`src/rtl/pipe_hazard_ctrl.sv`:
```
// ---------------------------------------------------------------------------
// pipe_hazard_ctrl
//   Stall/flush sequencer for the 5-stage core. It owns the PC, IF/ID and
//   ID/EX pipeline-register controls:
//     - load-use hazard between ID and EX  -> 1-cycle stall with ID/EX bubble
//     - multi-cycle EX op (mul/div)        -> front end frozen, ID/EX held
//                                             for MULTI_LAT-1 cycles, then
//                                             released in a LAST cycle
//     - branch taken in ID                 -> IF/ID flush
//
// Optional feature macro: STALL_PERF_EN
//   Defined   : stall_cnt_o / flush_cnt_o are live wrapping counters.
//   Undefined : both ports are tied to zero and no counter flops exist.
//
// Parameters
//   MULTI_LAT  EX occupancy of a multi-cycle op in cycles (2..17)
//   CNT_W      busy-counter width, must hold MULTI_LAT-2
//   PERF_W     performance counter width
//
// Ports
//   clk_i            clock, rising edge
//   rst_i            asynchronous reset, active-high
//   id_valid_i       IF/ID holds a real instruction
//   id_rs_i/id_rt_i  IF/ID source register fields
//   ex_memread_i     ID/EX MemRead control bit
//   ex_rt_i          ID/EX load destination register
//   ex_multi_i       ID/EX holds a multi-cycle op
//   branch_taken_i   branch resolved taken in ID
//   pc_write_o       PC write-enable
//   ifid_write_o     IF/ID write-enable
//   ifid_flush_o     IF/ID flush (NOP insert)
//   idex_bubble_o    load zeroed controls into ID/EX
//   idex_hold_o      ID/EX keeps its contents
//   multi_done_o     final EX cycle of a multi-cycle op
//   stall_cnt_o      stalled-cycle count
//   flush_cnt_o      flush count
// ---------------------------------------------------------------------------
module pipe_hazard_ctrl #(
  parameter int MULTI_LAT = 4,
  parameter int CNT_W     = 4,
  parameter int PERF_W    = 32
) (
  input  logic              clk_i,
  input  logic              rst_i,
  input  logic              id_valid_i,
  input  logic [4:0]        id_rs_i,
  input  logic [4:0]        id_rt_i,
  input  logic              ex_memread_i,
  input  logic [4:0]        ex_rt_i,
  input  logic              ex_multi_i,
  input  logic              branch_taken_i,
  output logic              pc_write_o,
  output logic              ifid_write_o,
  output logic              ifid_flush_o,
  output logic              idex_bubble_o,
  output logic              idex_hold_o,
  output logic              multi_done_o,
  output logic [PERF_W-1:0] stall_cnt_o,
  output logic [PERF_W-1:0] flush_cnt_o
);

  localparam logic [1:0] RUN   = 2'd0;
  localparam logic [1:0] MULTI = 2'd1;
  localparam logic [1:0] LAST  = 2'd2;

  // Counter preload on entry to MULTI; MULTI occupies MULTI_LAT-2 cycles.
  localparam logic [CNT_W-1:0] CNT_INIT =
    (MULTI_LAT > 2) ? CNT_W'(MULTI_LAT - 3) : '0;

  logic [1:0]       r_state;
  logic [CNT_W-1:0] r_cnt;
  logic [1:0]       w_next_state;
  logic [CNT_W-1:0] w_next_cnt;
  logic             w_hazard;
  logic             w_eval;

  assign w_hazard = id_valid_i & ex_memread_i & (ex_rt_i != 5'd0) &
                    ((ex_rt_i == id_rs_i) | (ex_rt_i == id_rt_i));

  // Hazard/branch evaluation happens in RUN (no multi pending) and in LAST,
  // where a still-asserted ex_multi_i belongs to the op being retired.
  assign w_eval = ((r_state == RUN) & ~ex_multi_i) | (r_state == LAST);

  always_comb begin
    pc_write_o    = 1'b1;
    ifid_write_o  = 1'b1;
    ifid_flush_o  = 1'b0;
    idex_bubble_o = 1'b0;
    idex_hold_o   = 1'b0;
    multi_done_o  = 1'b0;
    w_next_state  = r_state;
    w_next_cnt    = r_cnt;

    if (rst_i) begin
      pc_write_o    = 1'b0;
      ifid_write_o  = 1'b0;
      idex_bubble_o = 1'b1;
      w_next_state  = RUN;
      w_next_cnt    = '0;
    end else begin
      case (r_state)
        RUN: begin
          if (ex_multi_i) begin
            pc_write_o   = 1'b0;
            ifid_write_o = 1'b0;
            idex_hold_o  = 1'b1;
            if (MULTI_LAT > 2) begin
              w_next_state = MULTI;
              w_next_cnt   = CNT_INIT;
            end else begin
              w_next_state = LAST;
            end
          end
        end
        MULTI: begin
          pc_write_o   = 1'b0;
          ifid_write_o = 1'b0;
          idex_hold_o  = 1'b1;
          if (r_cnt == '0) begin
            w_next_state = LAST;
          end else begin
            w_next_cnt = r_cnt - CNT_W'(1);
          end
        end
        LAST: begin
          multi_done_o = 1'b1;
          w_next_state = RUN;
        end
        default: begin
          w_next_state = RUN;
          w_next_cnt   = '0;
        end
      endcase

      // A stall beats a flush: branch operands are not ready yet.
      if (w_eval) begin
        if (w_hazard) begin
          pc_write_o    = 1'b0;
          ifid_write_o  = 1'b0;
          idex_bubble_o = 1'b1;
        end else if (branch_taken_i) begin
          ifid_flush_o = 1'b1;
        end
      end
    end
  end

  always_ff @(posedge clk_i or posedge rst_i) begin
    if (rst_i) begin
      r_state <= RUN;
      r_cnt   <= '0;
    end else begin
      r_state <= w_next_state;
      r_cnt   <= w_next_cnt;
    end
  end

`ifdef STALL_PERF_EN
  logic [PERF_W-1:0] r_stall_cnt;
  logic [PERF_W-1:0] r_flush_cnt;

  always_ff @(posedge clk_i or posedge rst_i) begin
    if (rst_i) begin
      r_stall_cnt <= '0;
      r_flush_cnt <= '0;
    end else begin
      if (!pc_write_o) begin
        r_stall_cnt <= r_stall_cnt + PERF_W'(1);
      end
      if (ifid_flush_o) begin
        r_flush_cnt <= r_flush_cnt + PERF_W'(1);
      end
    end
  end

  assign stall_cnt_o = r_stall_cnt;
  assign flush_cnt_o = r_flush_cnt;
`else
  assign stall_cnt_o = '0;
  assign flush_cnt_o = '0;
`endif

endmodule
```
`config.mk`:
```
export PLATFORM = sky130hd
export DESIGN_NAME = pipe_hazard_ctrl
export DESIGN_NICKNAME = d
export VERILOG_FILES = /design/src/rtl/pipe_hazard_ctrl.sv
export SDC_FILE = /design/constraint.sdc
export NUM_CORES = 1
export LEC_CHECK = 0
export CAP_MARGIN = 20
export CELL_PAD_IN_SITES_DETAIL_PLACEMENT = 0
export CELL_PAD_IN_SITES_GLOBAL_PLACEMENT = 1
export CORE_ASPECT_RATIO = 1.5
export CORE_MARGIN = 8
export CORE_UTILIZATION = 21
export CTS_BUF_LIST = sky130_fd_sc_hd__clkbuf_4
export CTS_CLUSTER_DIAMETER = 60
export DETAILED_ROUTE_END_ITERATION = 8
export PLACE_DENSITY = 0.84
export SYNTH_ARGS = -nofsm -noshare
export SYNTH_HDL_FRONTEND = slang
export SYNTH_SLANG_ARGS = --single-unit
```
`constraint.sdc`:
```
create_clock -name clk_i -period 2.1 [get_ports clk_i]
set_input_delay 0.42 -clock clk_i [delete_from_list [all_inputs] [get_ports clk_i]]
set_output_delay 0.42 -clock clk_i [all_outputs]
set_load 0.05 [all_outputs]
```
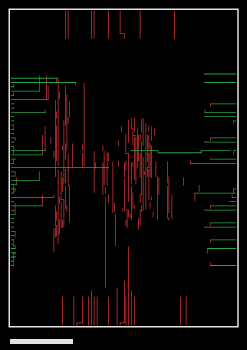
(run_1/wires.png)
Bar = 20 µm. Only two layers are drawn.
- metal 3: green (wire length 379 µm)
- metal 2: red (wire length 1130 µm)
per-cell routed wire length: 10.4 µm
vias after detailed routing: 776
final wirelength: 2.42 mm

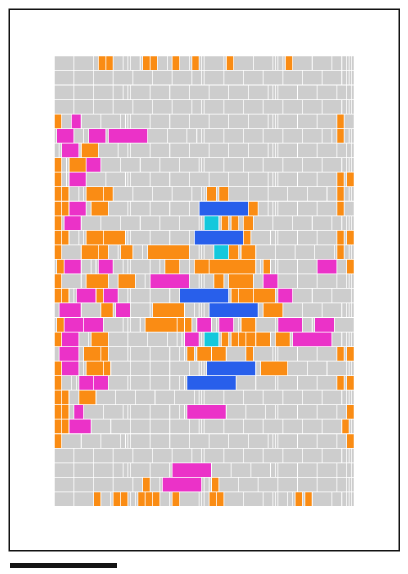
(run_1/placement_by_type.png)
Bar = 20 µm. Fill, decap, tap and diode cells in grey.
- sequential cells: blue (cells 6)
- remaining buffers and delay cells: magenta (cells 37)
- combinational and other logic: orange (cells 120)
- clock drivers: cyan (cells 3)
Core Region: 4730 µm²
Rows: 31
final non-filler cell area: 1310 µm²

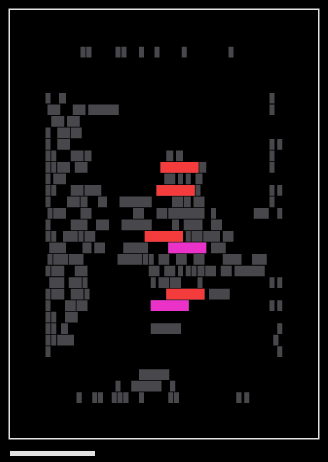
(run_1/flops_by_reg.png)
Bar = 20 µm. Other cells in grey.
- r_cnt: red (sequential cells 4; where centre)
- r_state: magenta (sequential cells 2)
fin util: 27.6%
seq pwr: 0.143 mW
register area: 150 µm²
Seq area share: 11.5%

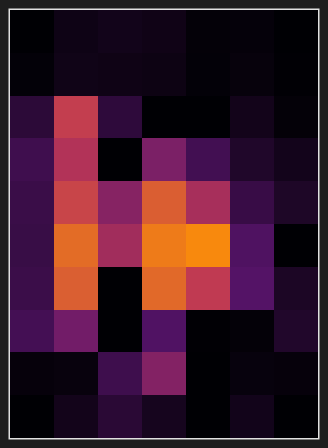
(run_1/cell_density.png)
7 x 10 tiles, from black (low) to pale yellow (high), 0 to 100% covered.
- mean over tiles: 17%
- densest ninth of the die: centre
- emptiest ninth of the die: upper right
fp_density: 21.4%

==> results.cfg, run 1 <==
; flow metrics
[status]
status = complete, but fails checks
violations = negative setup slack

[floorplanning]
io_pins = 91
tap_cells = 66
die_h_um = 101

[setup_path]
timing.rr.start = r_cnt[0]$_DFFE_PP0P_
r2r_slack_ns = 0.41
worst-path-buf-inv = 2
r2r_cells = 6
rr_endpoint = r_cnt[0]$_DFFE_PP0P_

[yosys]
logic_family = buffers and inverters
ys_sh_adder_pct = 1.23
ys_async_sr_fraction_pct = 100
synthTopCellsByCount = buf_4 (65), xnor2_1 (10), nand2_1 (7)
ys_chip_area_um2 = 1010
syn_area_um2 = 1010
synth.most_common_cell = buf_4

[final_layout]
comb_share_pct = 50.0
largestClassByArea = combinational gates
fin_cells = 232
n_all_inverters = 3
buffer_area_share_pct = 29.6
n_all_buffers = 37
mi_logic_area_um2 = 654

[global_routing]
antenna_found_initial = 0
grtUsageMet1_pct = 6.22
met2_usage_pct = 10.2
grt_max_degree = 10
grt-ovfl-total = 0

[min_path]
hold_class = reg -> reg
hold_start = r_cnt[1]$_DFFE_PP0P_

[sta]
period_used_pct = 101
finalWorstSetupSlack_ns = -0.0304
setup_viol = 2
finalHoldViolations = 0
rsz0062_at_grt = true

[cts]
cts_tree = done
cts_max_path_buffers = 2
postCtsHoldBufs = 0
cts.sinks = 6

[job]
cap_viol_max_count = 0
warning_count = 29

[pwr]
pwr-share-comb_pct = 66.2
power_mw = 0.740
comb-power_mw = 0.489
ir_drop_v = 0.000143
p_clk_mw = 0.107
power_density_nw_per_um2 = 566
power_frac_clock_pct = 14.4
leakage_nw = 0.642

[placed_design]
post-dp-hpwl_mm = 2.11
## run 1: sequential cells by signal, summed over array words and instances, names as in the netlist
name / cells
r_state: 2
r_cnt: 4
## run 1: tightest hold or removal path: cells and delay by family (launching register included)
family | cells | cell delay (ns)
AOI/OAI and AO/OA | 2 | 0.13
DFF | 1 | 0.36
## run 1: cell families (layout without fill, tap and decap cells)
logic type / after synthesis / after routing
other: 1 / 64
buffers and inverters: 69 / 43
DFF: 6 / 6
adders and majority gates: 1 / 1
xor gates and xnor gates: 10 / 10
AOI/OAI and AO/OA: 14 / 14
and+or+nand+nor: 28 / 28
## run 1: what timing repair did
action,CTS,global route
pin swaps,17,7
setup buffers,0,1
endpoints found under the setup margin,4,4
gates resized,30,7
==> run_1/congestion.png <==
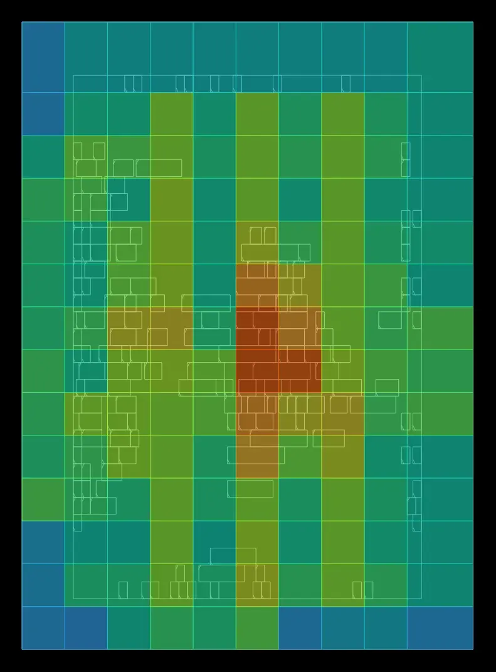

==> run 1 -> run 2 <==
--- a/config.mk
+++ b/config.mk
@@ -5,6 +5,7 @@
 export SDC_FILE = /design/constraint.sdc
 export NUM_CORES = 1
 export LEC_CHECK = 0
+export ABC_AREA = 1
 export CAP_MARGIN = 20
 export CELL_PAD_IN_SITES_DETAIL_PLACEMENT = 0
 export CELL_PAD_IN_SITES_GLOBAL_PLACEMENT = 1
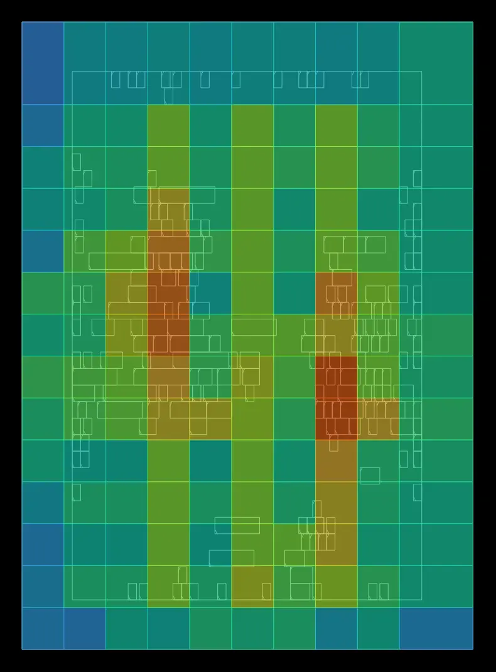
(run_2/congestion.png)
fin util: 25.6%
per-cell routed wire length: 9.34 µm
grt met2 use: 9.58%

==> run 2 against run 1 <==
  * The flow now finishes without violations
  * Non-clock buffer count shrank 8
  * Sequential share of layout area grew 0.22 points
  * Total power is 43% higher
  * Critical path depth shrank 1
  * Routed wire length grew 0.50%
  * First-iteration DRC count grew 21%
  * Combinational power grew 55%
==> results.cfg, run 2 <==
; flow metrics
[floorplanning]
io_pins = 91
die_h_um = 103
initCoreUtil_pct = 21.3

[status]
status = complete, no violations

[setup_path]
r2r_cells = 9
worst-path-buf-inv = 2
timing.rr.start = r_cnt[0]$_DFFE_PP0P_
rr_endpoint = r_cnt[2]$_DFFE_PP0P_
critPathArrivalTime_ns = 1.60
cp_slowest_cell = clkdlybuf4s50_1
cp.required_ns = 1.68
start_kind = primary input
crit_path_cell_trace = clkdlybuf4s50_1 -> a21oi_4 -> nand3_1 -> a21oi_2 -> buf_12
r2r_slack_ns = 0.72

[placed_design]
gp_congestion = 0.805
post-dp-hpwl_mm = 2.15
placed_cells = 257

[yosys]
synthTopCellsByCount = buf_4 (65), nand2_1 (29), inv_1 (16)
logic_family = buffers and inverters
synth.most_common_cell = buf_4
syn_area_um2 = 1070
ys_top_cells_by_area = buf_4 (46%), dfrtp_1 (14%), nand2_1 (10%)
ys_sh_simple_pct = 23.1
ys_sh_adder_pct = 1.17
synthMuxAreaShare_pct = 0
ys_chip_area_um2 = 1070
yosysSeqAreaShare_pct = 14.1
flop_cell = dfrtp_1
yosys.area_share.aoi_pct = 6.57
ys_async_sr_fraction_pct = 100

[pwr]
leakage_nw = 0.730
ir_drop_v = 0.000370
power_density_nw_per_um2 = 824
power_mw = 1.06

[sta]
fmax_mhz = 495
setup_viol = 0
finalWorstSetupSlack_ns = 0.0810
finalHoldViolations = 0
fin_crit_ns = 2.02
maxSlewViolCount = 0
rsz0062_at_grt = true
period_used_pct = 96.1

[global_routing]
antenna_found_initial = 0
grt_max_degree = 10
grt-ovfl-total = 0
grtUsageMet1_pct = 6.31

[drt]
wl_mm = 2.43
drtIter0Drc = 17
vias = 855
met2WireLength_mm = 1.08
routed.top_layer = met4

[cts]
cts.sinks = 6
clk_pin_slew_worst_paths_ns = 0.04
postCtsHoldBufs = 0
cts_tree = done
cts_max_path_buffers = 2
post_cts.repair.setup_buffers = 0
cts_resized = 20

[min_path]
hold_class = in -> async

[job]
warning_count = 27
cap_viol_max_count = 0

[final_layout]
syn2layout_area_growth_pct = 20.2
largest_reg_flops = 4
largest_register = r_cnt
n_antenna_cell = 0
fin_cells = 260
top_regs = r_cnt (4), r_state (2)
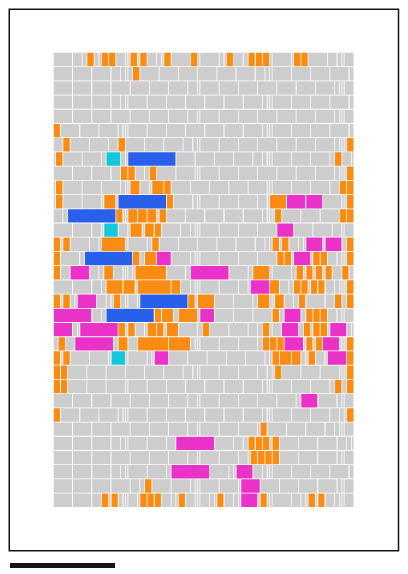
(run_2/placement_by_type.png)
Bar = 20 µm. Fill, decap, tap and diode cells in grey.
- remaining buffers and delay cells: magenta (cells 29)
- clock drivers: cyan (cells 3)
- combinational and other logic: orange (cells 154)
- sequential cells: blue (cells 6)
Rows: 32
Seq area share: 11.7%
final non-filler cell area: 1280 µm²
Core Region: 5000 µm²

==> run 2: cell count changes in the layout (fill, tap and decap cells not counted), moves of 6 or more <==
cell	previous run	this run
buf_4	11	3
inv_1	3	15
nand2_1	7	26
inv_2	0	6
nor2_1	5	12
xnor2_1	10	2
==> run 2: report_power, final <==
group | internal, mW | switching, mW
Combinational | 0.212 | 0.547
Sequential | 0.158 | 0.0300
Clock | 0.0648 | 0.0439
==> run 2: area by class of cell <==
type | instances | area [µm²] | area share (%)
inverter | 21 | 78.8 | 6.15
sequential | 6 | 150 | 11.7
multi-input combinational | 133 | 618 | 48.2
timing repair buffer | 29 | 328 | 25.6
tap | 68 | 85.1 | 6.63
clock buffer | 3 | 22.5 | 1.76
Power is estimated from default activity; no workload was simulated.
